Figure 1. Clock network drawn from the DEF (run 1).
Bar = 20 µm.
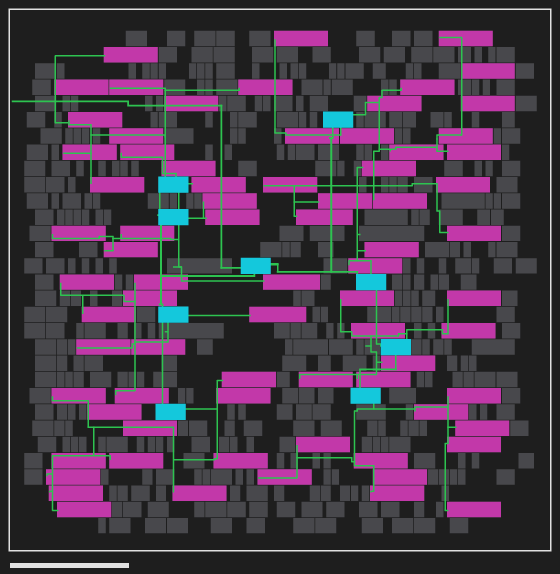
Figure 2. Signal wires on met3 (run 1).
Bar = 20 µm. Cells faint in the background.
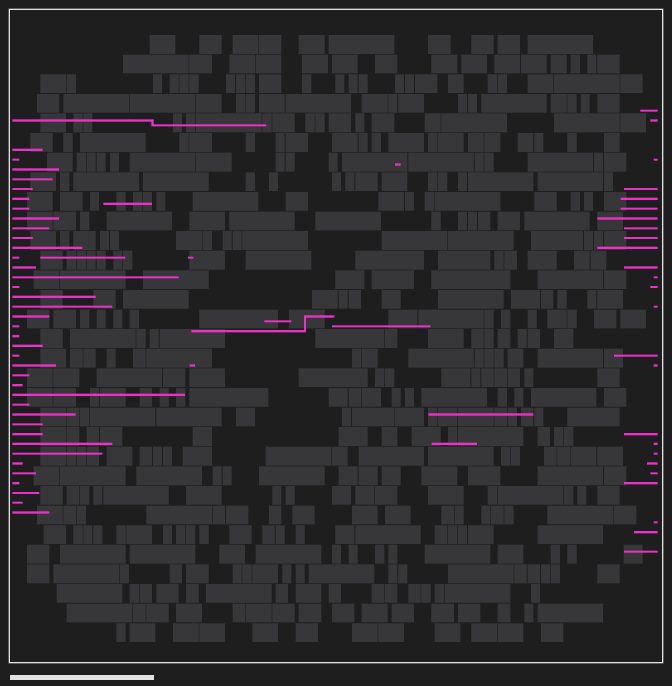
Figure 3. M2 wires (run 1).
Cells faint in the background.
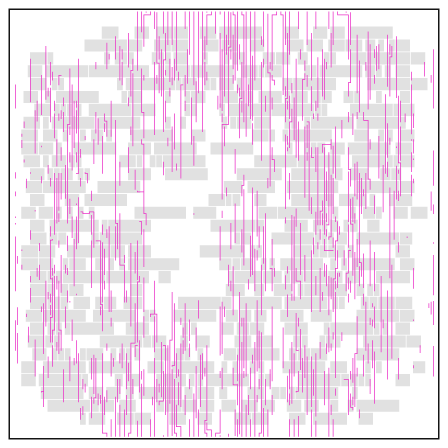
==> config.mk <==
export PLATFORM = sky130hd
export DESIGN_NAME = ci_initiator
export DESIGN_NICKNAME = d
export VERILOG_FILES = /design/src/rtl/ci_initiator.sv
export SDC_FILE = /design/constraint.sdc
export NUM_CORES = 1
export LEC_CHECK = 0
export ABC_AREA = 1
export CAP_MARGIN = 10
export CORE_MARGIN = 2
export CORE_UTILIZATION = 41
export DETAILED_ROUTE_END_ITERATION = 16
export PLACE_DENSITY = 0.79
export SLEW_MARGIN = 40
export SYNTH_ARGS = -nofsm -noshare
export SYNTH_HDL_FRONTEND = slang
export SYNTH_SLANG_ARGS = --single-unit
export TNS_END_PERCENT = 20
==> constraint.sdc <==
create_clock -name clk -period 1.68 [get_ports clk]
set_input_delay 0.504 -clock clk [delete_from_list [all_inputs] [get_ports clk]]
set_output_delay 0.504 -clock clk [all_outputs]
set_load 0.02 [all_outputs]
==> run summary <==
State of the implementation.

- The final report lists a non-filler cell total of ~600.
- The cell family with the largest share of critical-path delay is flip-flops, for reference.
- The layer carrying the most global-route usage is met2, for reference.
- The number of logic gates is roughly 240, for reference.
- The critical path capture point type is an output port, for reference.
- Data arrives at the worst endpoint at around 1200 ps.
- The post-CTS setup-driven buffer insertion count is 0, for reference.
- The root buffer cell chosen for the clock tree is sky130_fd_sc_hd__clkbuf_8.
- The number of antenna violations at the first check in global routing is 0, for reference.
- The met1 capacity usage during global routing is around a quarter, for reference.
- Entering global routing, the biggest net connects ~40 pins.
- Sequential elements use 61.2% of the synthesized area.
- For the sequential group, total power comes out at ~3.0 mW.
- The vertical die dimension reported for this design is approximately 90 µm.
- The cell area after placement is 4610 µm², for reference.
- The global routing report lists combined usage of all routing layers as between 10% and 20%.
- The count of endpoints failing hold in the final timing report is 0, for reference.
- Of the available clock period, the critical path in the final layout requires 101%.
- Checking max transition, the worst relative margin is 78.0%.
- In the finished design the tool counted flip-flops and latches totalling approximately 75.
- CTS added clock buffers totalling 9.
- The post-route worst hold slack is around 40 ps, for reference.
- The type of the worst setup path is register to output port, for reference.
- The cell leakage power is ~2.5 nW, for reference.
- In this run the number of H-tree levels came out at 3.
- The detail-routed net length per standard cell is 13.0 µm, for reference.
- The placement summary gives the final routability congestion estimate as between 0.7 and 0.8.
- The synthesized instance count is between 300 and 400.
- The utilization of the core after routing is 66.3%, for reference.
- STA shows the worst reg2reg path with a cell count of 6.
- The net count after synthesis is 409.
- The number of tap cells added at floorplan is slightly below 100, for reference.
- The fraction of registers with async set/reset is 100%, for reference.
- The first global-routing pass estimated 12800 µm of wire.
- The final reports fail on setup timing.
- The worst min-delay path category is input port to async pin, for reference.
- For reference, the top logic cell family by area is simple AND/OR/NAND/NOR gates.
- The die outline width is 90.5 µm, for reference.
- In the post-route analysis, the smallest setup slack over all paths is -13.9 ps.
- The sum of overflow across all layers after global routing is 0, for reference.
- Per the synthesis report, the single largest cell type by area occupies approximately three fifths of cell area.
- Per the OpenROAD floorplan log, the area of the die is ~8200 µm².
- Of all nets on the critical path, the largest fanout is 5.
- The mean area per synthesized cell is roughly 9 µm², for reference.
- The met1 layer wirelength in the final routing is between 3000 and 4000 µm, for reference.
- The routed length on met3 is between 300 and 400 µm, for reference.
- The layout buffer count excluding clock buffers is around 160, for reference.
- In the post-synthesis netlist, the biggest area contributors are sky130_fd_sc_hd__dfrtp_1 (61%), sky130_fd_sc_hd__nand2_1 (20%), sky130_fd_sc_hd__nand3_1 (6.4%).
- The area growth from synthesis to layout is 56.9%, for reference.
- The number of non-clock inverters is 9, for reference.
- The power report lists cell-internal power as 5.17 mW.
- The most instantiated logic cell after routing is sky130_fd_sc_hd__nand2_1, for reference.
- After layout, the clock buffer instance count stands at 11.
- Per the placement log, port buffering inserted ~140 buffers.
- The switching power share of the total is 39.9%, for reference.
- The cell sequence reported for the critical path is nor3_4, buf_4.
- Signal routing reaches up to met4.
- The combined buffer and inverter count along the critical path is 1, for reference.
- Including well taps, the total number of placed cells is about 580.
- The total chip power is roughly 8.6 mW, for reference.
- For this run, the final setup violation count is recorded as 4.
- Setup repair after global routing could not meet its margin everywhere.
- Looking at area per cell type in the netlist, the leader is sky130_fd_sc_hd__dfrtp_1.
- The post-synthesis compound-gate area fraction is under 10%, for reference.
- The power share of the combinational group is a little under half, for reference.
- The clock tree from TritonCTS is done, for reference.
- Per the OpenROAD timing report, the critical path contains 2 cells.
- Gates resized during post-CTS repair numbered 101.
- The clock distribution area overhead in the final layout is 5.18%, for reference.
- The standard-cell row count is 31, for reference.
- The chip area in the Yosys report is 3070 µm², for reference.
- The power drawn by the combinational cells is 3.88 mW, for reference.
- Ranked by instance count, the synthesized netlist is headed by sky130_fd_sc_hd__nand2_1 (161), sky130_fd_sc_hd__dfrtp_1 (75), sky130_fd_sc_hd__nand3_1 (39).
- At the floorplan stage, the core utilization is reported as between 40% and 50%.
- The violation tally recorded at the end of detailed-routing iteration 0 is about 76.
- The sequential fraction of design power is around a third, for reference.
- The layout report gives the register share of total cell area as roughly two fifths.
- The number of cells in the yosys synthesis report is 339, for reference.
- The multiplexer area fraction after synthesis is 0%, for reference.
- The final number of max-transition violations is 0, for reference.
- The number of synthesized flops with an enable pin is 0, for reference.
- The mapped netlist covers about 3100 µm².
- The smallest clock period supported by the final layout is computed as 1690 ps.
- In the final layout, the share of cells above drive strength 1 is around 13%.
- The stage logs contain a warning count of 28.
- The combinational cell area excluding buffers and inverters is approximately 1100 µm², for reference.
- The area share of xor/xnor cells in the synthesized design is 0%, for reference.
- The gate-level netlist out of Yosys references 20 unique cell types.
- In this run the deepest clock path goes through 2 buffers.
- The combined flip-flop and latch cell area is between 1500 and 2000 µm², for reference.
- The data required time reported for the critical path is 1180 ps.
- The post-layout instance area is around 4800 µm², for reference.
- The flow reported a cell area power density of 1790 nW/µm².
- Max-cap violations in this run came to 0.
- For this run, the script counts the antenna cells in the layout as 0.
- The net count of the finished layout is between 500 and 600, for reference.
- For this run, design rule violations remaining after detail routing come to 0.
- The run finished, with violations left.
- The count of boundary I/O pins is 139, for reference.
- The mean number of vias per cell is ~4.6, for reference.
- The post-detailed-route count of antenna-violating nets is 0, for reference.
- The net switching power is around 3.4 mW, for reference.
- The most common cell in the synthesized netlist is sky130_fd_sc_hd__nand2_1, for reference.
- In the layout the commonest cells are sky130_fd_sc_hd__nand2_1 (160), sky130_fd_sc_hd__dfrtp_1 (72), sky130_fd_sc_hd__clkdlybuf4s50_1 (67), sky130_fd_sc_hd__dlygate4sd2_1 (65), sky130_fd_sc_hd__nand3_1 (39).
- Summed over all nets, wire length on met2 after detailed routing comes to about 4000 µm.
- The clock-pin slew on the worst setup and hold paths is 70 ps, for reference.
- The slowest stage of the critical path is the sky130_fd_sc_hd__dfrtp_2 cell.
- The commonest register cell is sky130_fd_sc_hd__dfrtp_1.
- The adder-cell share of the synthesized area is 0.408%, for reference.
- Before antenna repair, the detailed router went through 5 iterations.
- The via count of the first global-routing pass is around 2800.
- The final-layout fill cell count is ~660, for reference.
- The multi-input gate share of the layout cell area is between 20% and 30%, for reference.
- In the final timing run, aggregate negative setup slack is -49.9 ps.
- The number of clock sinks is around 75, for reference.
- The power group with the highest consumption is combinational logic, for reference.
- The highest cell delay on the worst timing path is approximately 470 ps, for reference.
- The highest achievable clock rate is a little under 600 MHz, for reference.
- Detailed placement finished with a half-perimeter wire length of 5670 µm.
- The number of warnings issued by yosys is 0, for reference.
- Buffers inserted to repair hold after CTS numbered 0.
- At the placement stage, the worst setup path has a slack of -212 ps.
- For reference, simple AND, OR, NAND and NOR cells occupy 32.1% of the area reported after synthesis.
- Of all the cell area in the finished design, non-clock buffers hold slightly above 30%.
- The worst setup path is launched from a register.
- The most area-hungry cell class in the final design is registers, for reference.
- The analysis reports a worst IR drop on VDD of between 0.9 and 1 mV.
- For the pin with the worst max-slew slack, the measured transition is approximately 330 ps.
- The post-synthesis register bit count is ~75, for reference.
- The internal reg-to-reg setup slack is 60 ps, for reference.
- The placeable core region is a little over 7000 µm², for reference.
## Picture notes: Figure 1
[green] clock wires | length: 862 µm
[cyan] clock-net drivers | count: 9
[magenta] flip-flops | count: 75
routed clock nets: 10
clock insertion delay at the later pin of the skew report: 330 ps
Worst Skew: 7.06 ps
Clock Power Share: 19.6%
total clock network power: 1.69 mW

## Picture notes: Figure 2
main direction: horizontal
wire length on this layer: 385 µm
nets with wire on the layer: 68
via count: 2713
WL final: 7710 µm
met3 Resource Use GR: 4.01%

## Picture notes: Figure 3
main direction: vertical
share of all routed wire: 52%
global-route track usage on met2: 34.5%

No activity file was given, so power comes from the tool's default toggle rates.
